===== config.mk =====
export PLATFORM = sky130hd
export DESIGN_NAME = uart_tx_arbiter
export DESIGN_NICKNAME = d
export VERILOG_FILES = /design/src/rtl/uart_pkg.sv /design/src/rtl/uart_tx_arbiter_rr_picker.sv /design/src/rtl/uart_tx_arbiter.sv
export SDC_FILE = /design/constraint.sdc
export NUM_CORES = 1
export LEC_CHECK = 0
export CORE_ASPECT_RATIO = 1.1
export CORE_UTILIZATION = 43
export DETAILED_ROUTE_END_ITERATION = 7
export MAX_ROUTING_LAYER = met4
export PLACE_DENSITY_LB_ADDON = 0.08
export SLEW_MARGIN = 20
export SYNTH_ARGS = -nofsm -noshare
export SYNTH_HDL_FRONTEND = slang
export SYNTH_SLANG_ARGS = --single-unit

===== constraint.sdc =====
create_clock -name clock -period 2.3 [get_ports clock]
set_input_delay 0.69 -clock clock [delete_from_list [all_inputs] [get_ports clock]]
set_output_delay 0.69 -clock clock [all_outputs]
set_load 0.005 [all_outputs]

===== src/rtl/uart_pkg.sv =====
// Shared types and constants for the UART transmit path.
// Used by the transmit arbiter and its helpers.
package uart_pkg;

  localparam int UART_BYTE_W = 8;

  typedef enum logic [1:0] {
    IDLE      = 2'd0,
    ISSUE     = 2'd1,
    WAIT_DONE = 2'd2
  } uart_arb_state_e;

endpackage


===== src/rtl/uart_tx_arbiter_rr_picker.sv =====
// Combinational round-robin search: returns the first requester strictly
// after rr_ptr (wrapping). Generic, shared by other shared-resource arbiters.
module rr_picker #(
  parameter int NUM_REQ = 4,
  localparam int IDX_W = $clog2(NUM_REQ)
) (
  input  logic [NUM_REQ-1:0] req,
  input  logic [IDX_W-1:0]   rr_ptr,
  output logic               valid,
  output logic [IDX_W-1:0]   index
);

  logic [IDX_W-1:0] cand_s;

  // Scan offsets 1..NUM_REQ from the pointer; the first hit wins.
  always_comb begin
    valid  = 1'b0;
    index  = '0;
    cand_s = '0;
    for (int off = 1; off <= NUM_REQ; off++) begin
      cand_s = IDX_W'((int'(rr_ptr) + off) % NUM_REQ);
      index  = (!valid && req[cand_s]) ? cand_s : index;
      valid  = valid | req[cand_s];
    end
  end

endmodule


===== src/rtl/uart_tx_arbiter.sv =====
// Shares one UART transmitter among NUM_REQ requesters: round-robin per byte,
// per packet while req_last is low, with a watchdog against a lost done.
module uart_tx_arbiter
  import uart_pkg::*;
#(
  parameter int NUM_REQ = 4,
  parameter int WATCHDOG_CLOCKS = 65535,
  localparam int IDX_W = $clog2(NUM_REQ)
) (
  input  logic                           clock,
  input  logic                           reset_n,
  input  logic [NUM_REQ-1:0]             req,
  input  logic [NUM_REQ*UART_BYTE_W-1:0] req_data,
  input  logic [NUM_REQ-1:0]             req_last,
  output logic [NUM_REQ-1:0]             ack,
  output logic                           uart_send,
  output logic [UART_BYTE_W-1:0]         uart_byte,
  input  logic                           uart_done,
  output logic                           busy,
  output logic [IDX_W-1:0]               grant_id,
  output logic                           error
);

  localparam int WD_W = (WATCHDOG_CLOCKS > 0) ? $clog2(WATCHDOG_CLOCKS + 1) : 1;
  localparam logic [WD_W-1:0] WD_LAST = WD_W'((WATCHDOG_CLOCKS > 0) ? WATCHDOG_CLOCKS - 1 : 0);
  localparam logic [WD_W-1:0] WD_MAX = {WD_W{1'b1}};
  localparam logic WD_ON = (WATCHDOG_CLOCKS > 0) ? 1'b1 : 1'b0;
  localparam logic [IDX_W-1:0] RR_RESET = IDX_W'(NUM_REQ - 1);

  uart_arb_state_e        state_r, state_s;
  logic [NUM_REQ-1:0]     ack_r, ack_s;
  logic                   send_r, send_s;
  logic [UART_BYTE_W-1:0] byte_r, byte_s;
  logic                   busy_r, busy_s;
  logic [IDX_W-1:0]       grant_r, grant_s;
  logic                   error_r, error_s;
  logic                   lock_r, lock_s;
  logic [IDX_W-1:0]       rr_ptr_r, rr_s;
  logic [WD_W-1:0]        wd_cnt_r, wd_s;

  logic                   pick_valid_s;
  logic [IDX_W-1:0]       pick_index_s;
  logic                   hold_owner_s;
  logic                   launch_s;
  logic [IDX_W-1:0]       gnt_idx_s;
  logic [UART_BYTE_W-1:0] req_bytes_s [NUM_REQ];

  for (genvar i = 0; i < NUM_REQ; i++) begin : g_bytes
    assign req_bytes_s[i] = req_data[i*UART_BYTE_W +: UART_BYTE_W];
  end

  rr_picker #(.NUM_REQ(NUM_REQ)) u_picker (
    .req    (req),
    .rr_ptr (rr_ptr_r),
    .valid  (pick_valid_s),
    .index  (pick_index_s)
  );

  // Next-state and next-output logic for the grant/issue/wait sequence.
  always_comb begin
    state_s      = state_r;
    ack_s        = '0;
    send_s       = 1'b0;
    byte_s       = byte_r;
    busy_s       = busy_r;
    grant_s      = grant_r;
    error_s      = 1'b0;
    lock_s       = lock_r;
    rr_s         = rr_ptr_r;
    wd_s         = wd_cnt_r;
    hold_owner_s = lock_r & req[grant_r];
    launch_s     = hold_owner_s | pick_valid_s;
    gnt_idx_s    = hold_owner_s ? grant_r : pick_index_s;

    case (state_r)
      IDLE: begin
        // A lock whose owner has gone quiet is released in the same cycle.
        lock_s = hold_owner_s;
        if (launch_s) begin
          grant_s = gnt_idx_s;
          byte_s  = req_bytes_s[gnt_idx_s];
          send_s  = 1'b1;
          busy_s  = 1'b1;
          state_s = ISSUE;
        end else begin
          busy_s  = 1'b0;
        end
      end
      ISSUE: begin
        wd_s    = '0;
        state_s = WAIT_DONE;
      end
      WAIT_DONE: begin
        if (uart_done) begin
          ack_s[grant_r] = 1'b1;
          rr_s           = grant_r;
          lock_s         = ~req_last[grant_r];
          busy_s         = 1'b0;
          state_s        = IDLE;
        end else if (WD_ON && (wd_cnt_r == WD_LAST)) begin
          error_s = 1'b1;
          lock_s  = 1'b0;
          rr_s    = grant_r;
          busy_s  = 1'b0;
          state_s = IDLE;
        end else begin
          wd_s = (wd_cnt_r == WD_MAX) ? wd_cnt_r : wd_cnt_r + WD_W'(1);
        end
      end
      default: begin
        lock_s  = 1'b0;
        busy_s  = 1'b0;
        state_s = IDLE;
      end
    endcase
  end

  // State and registered outputs.
  always_ff @(posedge clock or negedge reset_n) begin
    if (!reset_n) begin
      state_r  <= IDLE;
      ack_r    <= '0;
      send_r   <= 1'b0;
      byte_r   <= '0;
      busy_r   <= 1'b0;
      grant_r  <= '0;
      error_r  <= 1'b0;
      lock_r   <= 1'b0;
      rr_ptr_r <= RR_RESET;
      wd_cnt_r <= '0;
    end else begin
      state_r  <= state_s;
      ack_r    <= ack_s;
      send_r   <= send_s;
      byte_r   <= byte_s;
      busy_r   <= busy_s;
      grant_r  <= grant_s;
      error_r  <= error_s;
      lock_r   <= lock_s;
      rr_ptr_r <= rr_s;
      wd_cnt_r <= wd_s;
    end
  end

  assign ack       = ack_r;
  assign uart_send = send_r;
  assign uart_byte = byte_r;
  assign busy      = busy_r;
  assign grant_id  = grant_r;
  assign error     = error_r;

endmodule

Figure 1. PDN straps and rails.
The bar under the picture is 20 um long. Pins as bars on the die edge.
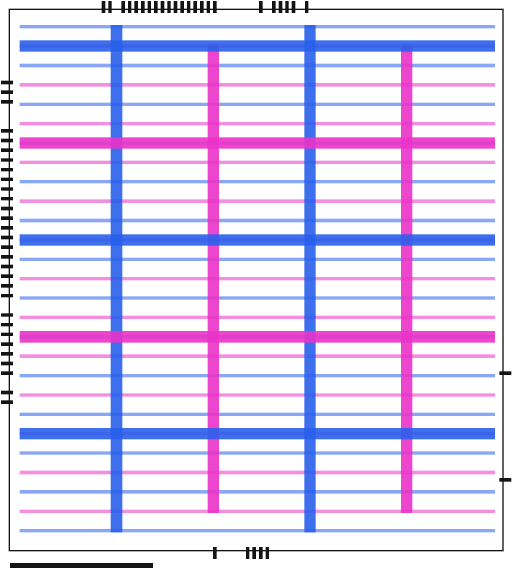
magenta -> VDD
blue -> VSS
met1 rails = 27
met4 straps = 4
rows = 26
signal pins = 60

Figure 2. Cells colored by class.
The bar under the picture is 20 um long.
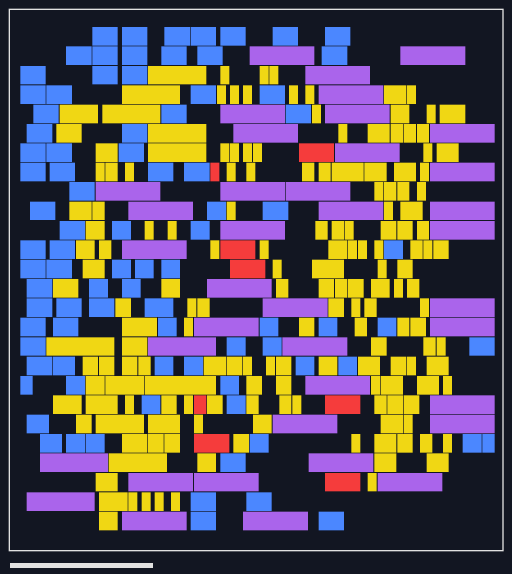
blue -> other buffers and delay cells  # cells 87, share of their area 26%
purple -> flops  # cells 38, share of their area 32%
yellow -> all other logic  # cells 168, share of their area 39%
red -> clock drivers and dummy loads  # cells 8, share of their area 3.0%
row count: 26
core utilization of the finished layout: 64.99%
post-route cell area: 3065 sq um
register fraction of the total cell area: 31.14%
standard cell core area: 4717 sq um

Figure 3. Clock network drawn from the DEF.
The bar under the picture is 20 um long.
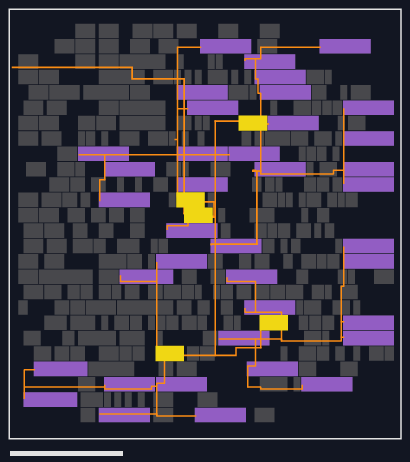
yellow -> cells driving clock nets  # count 5
orange -> clock wires  # length 485 um
purple -> flip-flops  # count 38
flops lie = widely spread
clock insertion delay at the later pin of the skew report: 290 ps
Clk power: 470 uW
Final Skew: 5.074 ps
Clock Power Share: 16.2%

Figure 4. Signal wires by layer.
Two of the layers only.
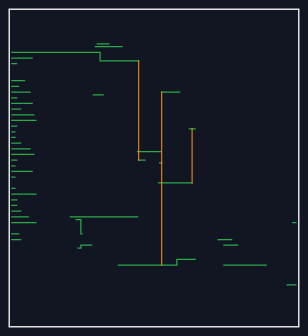
orange -> met4  # wire length 78.2 um
green -> met3  # wire length 209 um

Figure 5. Cell outlines without signal wires.
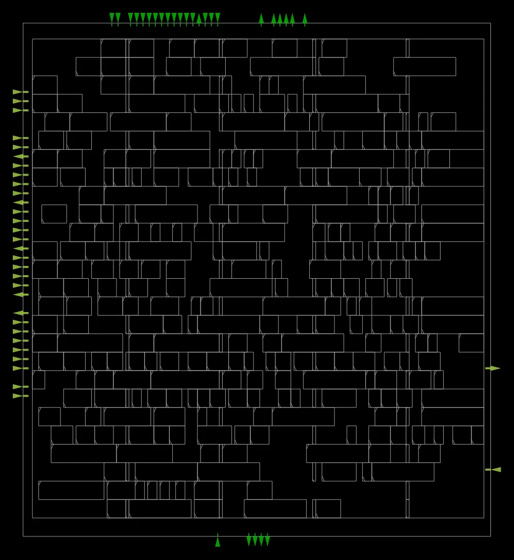
registers: 38
fill cell instance count of the final layout: 370
inserted tap cell count: 56
number of standard cells in the layout, taps in and fillers out: 357

## cells by family after synthesis
family                     count (synthesis)
AOI/OAI and AO/OA                         35
xor gates and xnor gates                  10
adders and majority gates                  2
buffers and inverters                     10
DFF                                       38
muxes                                     15
and+or+nand+nor                          101
## power by group
group | leakage (uW) | switching [uW] | total, uW | internal, uW
Clock | 0.0000482 | 228 | 470 | 242
Sequential | 0.000495 | 159 | 1010 | 856
Combinational | 0.000752 | 604 | 1420 | 816
## placed cells by master, fill, tap and decap left out, drive strengths merged, types with 7 or more instances in the layout
| cell | instances |
|---|---|
| clkdlybuf4s50 | 54 |
| dfrtp | 36 |
| nand2 | 31 |
| buf | 29 |
| nor2 | 27 |
| o21ai | 11 |
| xnor2 | 10 |
| clkbuf | 8 |
| nand3 | 7 |
==> deck_impl_summary.md <==
Key Metrics from the Run

Run status
  • Result of the run: finished clean

Global route
  • Number of global-route vias before repair: 1829
  • Number of antenna violations at the first check in global routing: 0
  • Maximum number of pins on one net before global-route repair: 39
  • Met3 usage: 3.307%
  • Met1 GRT Util: 24.45%
  • Overall overflow remaining after global route: 0
  • Global-route layer with the greatest usage: met2
  • Met2 track utilization from global routing: 34.63%
  • Total global-route track usage: 20.25%
  • Wire length of the first global-routing pass: 8100 um

Place
  • Cells after DPL: 349
  • Post-Place Worst Slack: -501.8 ps
  • Post-Place Cell Area: 2967 sq um
  • Hpwl dp: 3757 um
  • Number of buffers added on ports: 59
  • Final estimated routing congestion in global placement: 0.8377

Layout
  • Layout-stage area growth over the synthesis result: 44.03%
  • Multi-input gate share of the layout cell area: 37.18%
  • Multi-input comb cells: 163
  • Max-area cell class: logic gates
  • Number of diodes: 0
  • Biggest register: wd_cnt_r
  • Combined area of the multi-input logic cells: 1140 sq um
  • Inverters, non-clock: 5
  • Signal buffers share of area: 25.80%
  • ClkCell Share: 2.980%
  • Max reg flops: 16
  • Fraction of final layout cells sized beyond drive strength 1: 20.93%
  • Number of clock-tree buffers in the layout: 7
  • Final layout net count: 345
  • Layout buffer count excluding clock buffers: 87
  • Footprint of the flip-flops and latches: 954.7 sq um

Synthesis
  • Dominant cell by count in the synthesized netlist: dfrtp_1
  • Synth logic family: simple AND/OR/NAND/NOR gates
  • Yosys Chip Area: 2128 sq um
  • Sequential fraction of the synthesis area: 44.80%
  • Share of the synthesized area in the top cell type: 42.33%
  • Synth area leaders: dfrtp_1 42%, mux4_1 6.2%, nand2_1 5.5%, nor2_1 4.6%, xnor2_1 4.1%
  • Number of unique standard cell types used by synthesis: 51
  • Synthesized instance count: 211
  • Fraction of synthesized cell area in xor and xnor cells: 4.115%
  • Synthesized net count: 256
  • Syn_area_per_cell: 10.09 sq um
  • AND-OR/OR-AND Cells, Area Fraction: 12.05%
  • Commonest flop: dfrtp_1
  • Yosys Warn Count: 0
  • Adder and majority cell fraction of the synthesized area: 1.176%
  • Count of flip-flops with a built-in enable after synthesis: 0
  • Synth Area in Simple Gates: 23.10%
  • Portion of netlist area occupied by mux cells: 12.58%
  • Netlist Area Pre-Place: 2128 sq um
  • Share of synthesized registers carrying an async set or reset: 100.0%
  • Biggest area consumer among synthesized cells: dfrtp_1
  • Number of standard cells reported by yosys: 211
  • Leading cell types by count after synthesis: 36 x dfrtp_1, 31 x nand2_1, 26 x nor2_1
  • Flops & latches, synth: 38

Power
  • Worst vdd ir: 0.5515 mV
  • Pwr per Cell Area: 947.3 nW/um^2
  • Total design power: 2904 uW
  • Leakage: 0.001295 uW

Drt
  • Routed wire per std cell: 13.93 um
  • DR WL met2: 2382 um
  • DR WL met3: 208 um
  • Pre-Repair DR Iteration Count: 4
  • Vias: 1875
  • Highest routed layer: met4
  • DRC violation count after routing: 0
  • Antenna Nets Post-Route: 0
  • Drt first-iter violations: 130
  • Total length of routed wires: 4974 um
  • Metal1 wirelength: 2305 um
  • Average vias per placed instance: 5.252

Critical path
  • Crit path largest cell delay: 430 ps
  • Levels on crit path: 8
  • FF-to-FF End: uart_byte[4]$_DFFE_PN0P_
  • Number of cell instances on the worst register-to-register path: 7
  • Largest fanout on the critical path: 6
  • CP bufs+invs: 2
  • Crit. End Element: register
  • Required arrival time at the worst endpoint: 2490 ps
  • Kind of critical path: in -> reg
  • Gate family responsible for the most delay along the worst path: multiplexers
  • Origin of the critical flop-to-flop path: grant_id[1]$_DFFE_PN0P_
  • Worst setup path start: req[0]
  • Worst R2R Setup Slack: 260 ps
  • Crit path launch type: input port
  • Arrival time at the worst endpoint: 2350 ps
  • Cells along the critical path: dlygate4sd2_1, or2_2, a311oi_2, mux2i_2, buf_6, mux4_2, nand2_1, nand2_1
  • Critical Path Slowest Stage Cell: mux4_2
  • End point of the critical path: uart_byte[6]$_DFFE_PN0P_
  • Top cell by count, worst path: nand2_1

Final timing
  • Total negative slack: 0 ps
  • Transition time at the pin with the least slew margin: 515.0 ps
  • Maximum clock frequency: 0.4612 GHz
  • Post-layout minimum cycle time: 2168 ps
  • # setup viols final: 0
  • Setup repair after global routing missed its margin: no
  • Min Hold Slack: 442.7 ps
  • Final setup slack of the worst path: 131.8 ps
  • Final max-slew violation count: 0
  • Relative max-transition margin: 65.67%
  • Post-layout period usage: 94.27%
  • Final Hold Violation Tally: 0

Floorplanning
  • Top-level I/O count: 60
  • Floorplan core density: 45.12%
  • Horiz. Die Dim: 69.08 um
  • Overall die height: 75.79 um
  • Total die size: 5235 sq um

Clock network
  • Total of hold buffers inserted after clock tree synthesis: 0
  • Clock tree from TritonCTS: yes
  • Post-CTS resize count: 12
  • Clock transition at the register clock pins on the worst setup and hold paths after CTS: 70 ps
  • H-tree level count: 2
  • Clock buffers created by TritonCTS: 5
  • Number of clock sinks: 38
  • Root buffer selected by CTS: clkbuf_8
  • Maximum clock insertion buffer count: 2
  • Number of setup buffers added after CTS: 0

Worst hold path
  • Path category of the worst min-delay check: in -> async

Flow run
  • OpenROAD warning count: 27
  • Maxcap violations: 0
No activity file was given, so power comes from the tool's default toggle rates.
